==> src/rtl/enc_controller.sv <==
// Reed-Solomon encoder sequencing controller: paces the input buffer and emits
// half beat, message beats, parity beats per codeword. Option: ENC_CON_STALL_CNT_EN.
module enc_controller #(
    parameter int RS_COD_LEN  = 255,
    parameter int RS_MES_LEN  = 239,
    parameter int ENC_SYM_NUM = 16,
    parameter int EGF_ORDER   = 8,
    parameter int CON_PHASE   = 2
) (
    input  logic                               clk,
    input  logic                               rst_n,
    input  logic [$clog2(ENC_SYM_NUM+1)-1:0]   buf_valid,
    input  logic                               out_ready,
    output logic [CON_PHASE-1:0]               con_phase,
    output logic [$clog2(RS_COD_LEN)-1:0]      con_counter,
    output logic [$clog2(ENC_SYM_NUM+1)-1:0]   con_pop,
    output logic                               con_out_valid,
    output logic                               con_out_last,
    output logic [15:0]                        con_stall_cnt
);

    localparam int BW = $clog2(ENC_SYM_NUM + 1);
    localparam int CW = $clog2(RS_COD_LEN);
    localparam int H  = RS_MES_LEN % ENC_SYM_NUM;
    localparam int P  = RS_COD_LEN - RS_MES_LEN;

    localparam logic [CW:0]   MES_X = (CW+1)'(RS_MES_LEN);
    localparam logic [CW:0]   PAR_X = (CW+1)'(P);
    localparam logic [CW-1:0] H_X   = CW'(H);
    localparam logic [CW-1:0] S_X   = CW'(ENC_SYM_NUM);

    if ((RS_MES_LEN - H) % ENC_SYM_NUM != 0) begin : g_bad_len
        $error("enc_controller: message length not half beat plus whole beats");
    end
    if (EGF_ORDER < 1) begin : g_bad_sym
        $error("enc_controller: symbol width must be positive");
    end

    typedef enum logic [CON_PHASE-1:0] {
        CON_IDL = 'd0,
        CON_WOR = 'd1,
        CON_PAR = 'd2
    } phase_t;

    phase_t          state;
    phase_t          state_nx;
    logic [CW-1:0]   cnt;
    logic [CW-1:0]   cnt_nx;
    logic [CW-1:0]   need;
    logic [CW-1:0]   bv_ext;
    logic [CW:0]     sum;
    logic            have;

    // Phase and symbol counter registers
    always_ff @(posedge clk) begin
        if (!rst_n) begin
            state <= CON_IDL;
            cnt   <= '0;
        end else begin
            state <= state_nx;
            cnt   <= cnt_nx;
        end
    end

    // Next-state, pop count and beat handshake decode
    always_comb begin
        bv_ext        = CW'(buf_valid);
        need          = (state == CON_WOR && cnt == '0) ? H_X : S_X;
        have          = bv_ext >= need;
        sum           = {1'b0, cnt} + {1'b0, need};
        state_nx      = state;
        cnt_nx        = cnt;
        con_pop       = '0;
        con_out_valid = 1'b0;
        con_out_last  = 1'b0;
        unique case (state)
            CON_IDL: begin
                if (bv_ext >= H_X) begin
                    state_nx = CON_WOR;
                    cnt_nx   = '0;
                end
            end
            CON_WOR: begin
                con_out_valid = have;
                if (have && out_ready) begin
                    con_pop = BW'(need);
                    if (sum >= MES_X) begin
                        state_nx = CON_PAR;
                        cnt_nx   = '0;
                    end else begin
                        cnt_nx = sum[CW-1:0];
                    end
                end
            end
            CON_PAR: begin
                con_out_valid = 1'b1;
                con_out_last  = sum >= PAR_X;
                if (out_ready) begin
                    if (con_out_last) begin
                        state_nx = (bv_ext >= H_X) ? CON_WOR : CON_IDL;
                        cnt_nx   = '0;
                    end else begin
                        cnt_nx = sum[CW-1:0];
                    end
                end
            end
            default: begin
                state_nx = CON_IDL;
                cnt_nx   = '0;
            end
        endcase
    end

    assign con_phase   = state;
    assign con_counter = cnt;

`ifdef ENC_CON_STALL_CNT_EN
    logic        stall;
    logic [15:0] stall_q;

    assign stall = (state == CON_WOR) && out_ready && !have;

    // Saturating count of starved message cycles, cleared only by reset
    always_ff @(posedge clk) begin
        if (!rst_n) begin
            stall_q <= '0;
        end else if (stall && stall_q != 16'hFFFF) begin
            stall_q <= stall_q + 16'd1;
        end
    end

    assign con_stall_cnt = stall_q;
`else
    assign con_stall_cnt = '0;
`endif

endmodule

==> config.mk <==
export PLATFORM = sky130hd
export DESIGN_NAME = enc_controller
export DESIGN_NICKNAME = d
export VERILOG_FILES = /design/src/rtl/enc_controller.sv
export SDC_FILE = /design/constraint.sdc
export NUM_CORES = 1
export LEC_CHECK = 0
export ABC_AREA = 1
export ABC_CLOCK_PERIOD_IN_PS = 4100
export CAP_MARGIN = 20
export CORE_ASPECT_RATIO = 0.75
export CORE_MARGIN = 5
export CORE_UTILIZATION = 40
export DETAILED_ROUTE_END_ITERATION = 12
export PLACE_DENSITY = 0.76
export SETUP_SLACK_MARGIN = 0.15
export SLEW_MARGIN = 20
export SYNTH_ARGS = -nofsm -noshare
export SYNTH_HDL_FRONTEND = slang
export SYNTH_SLANG_ARGS = --single-unit
==> constraint.sdc <==
create_clock -name clk -period 4.1 [get_ports clk]
set_input_delay 0.82 -clock clk [delete_from_list [all_inputs] [get_ports clk]]
set_output_delay 0.82 -clock clk [all_outputs]
set_load 0.02 [all_outputs]
Figure 1. Signal wires by layer.
Only two layers are drawn.
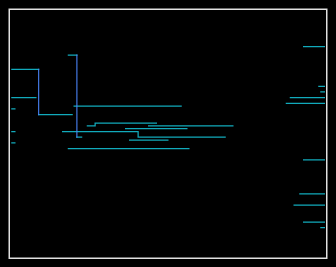
[cyan] metal 3 | wire length: 231 µm
[blue] metal 4 | wire length: 30.6 µm

Figure 2. Met1 routing.
The bar under the picture is 20 µm long. Supply wires on this layer in grey. Cells faint in the background.
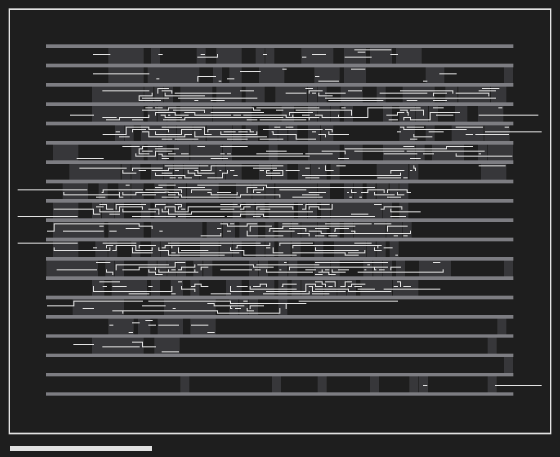
nets with wire on the layer: 229
share of all routed wire: 50%

==> results.sh <==
# implementation run metrics
export IMPL_status="complete, no violations"
export IMPL_antenna_found_initial=0
export IMPL_fmax_mhz=267.2
export IMPL_core_area_um2=3221
export IMPL_setup_ws_ns=0.3574
export IMPL_powerDensity_nw_per_um2=653.1
export IMPL_wl_per_cell_um=11.61
export IMPL_hpwl_um=2595
export IMPL_required_ns=3.28
export IMPL_yosys_cells=207
export IMPL_swShare_pct=53.16
export IMPL_holdWs_ns=0.5327
export IMPL_final_comb_area_um2=894.6
export IMPL_path_buffers=6
export IMPL_min_period_ns=3.743
export IMPL_layout_top_cells="54 x nand2_1, 33 x inv_1, 17 x clkdlybuf4s50_1"
export IMPL_crit_top_cell="inv_1"
export IMPL_hold_path_startpoint="con_counter[3]$_SDFFE_PN0P_"
export IMPL_boundaryPins=41
export IMPL_num_rows=18
export IMPL_io_buffers=24
export IMPL_n_clock_buffer=4
export IMPL_comb_power_w=0.000763
export IMPL_start_kind="flip-flop"
export IMPL_powerClk_w=0.000121
export IMPL_fa_ha_area_share_pct=15.90
export IMPL_met3_length_um=230
export IMPL_dpl_worst_slack_ns=0.1625
export IMPL_hold_buffers=0
export IMPL_first_iter_violations=62
export IMPL_htreeDepth=1
Figure 3. Routing congestion map.
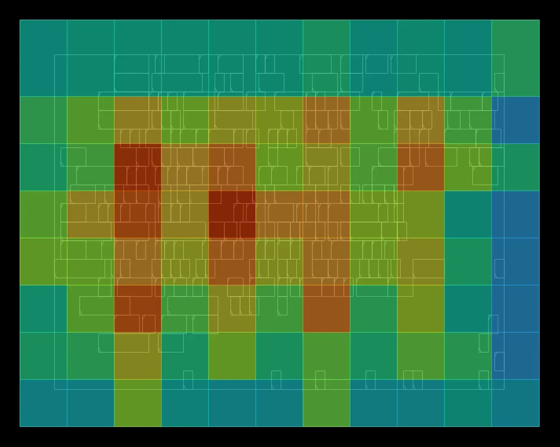
Top Usage Layer GRT: met2
GRT Overall Usage: 14.25%
met3 usage: 3.191%
GR Util met2: 21.71%
Layout Utilization: 48.87%

cells in the mapped netlist:
cell       n
nand3_1   12
nand2_2    3
nor2_1    15
nand3_2    5
a31oi_1    1
nor2_2     2
nand4_2    1
fa_1       1
inv_1     33
o21bai_1   1
o21ai_0    6
buf_1      1
conb_1     1
a21oi_4    1
nand3b_1   1
a21oi_1   12
dfxtp_1   10
ha_1      15
o21a_1     1
buf_4     19
nor3_1     1
o21ai_2    1
nand4_1    8
nand2_1   54
nor4_1     1
and3_1     1
per-stage QoR:
step | area, µm² | total power [W]
finish | 1574 | 0.001028
global route | 1574 | 0.001138
CTS | 1570 | 0.001025
detailed placement | 1521 | 0.0009072
global placement | 1521 | 0.0009040
floorplan | 1363 | 0.0006977
state kept, by name, indices dropped and copies added (netlist names):
name / count
con_phase: 2
con_counter: 8
Power and IR drop assume default switching activity.
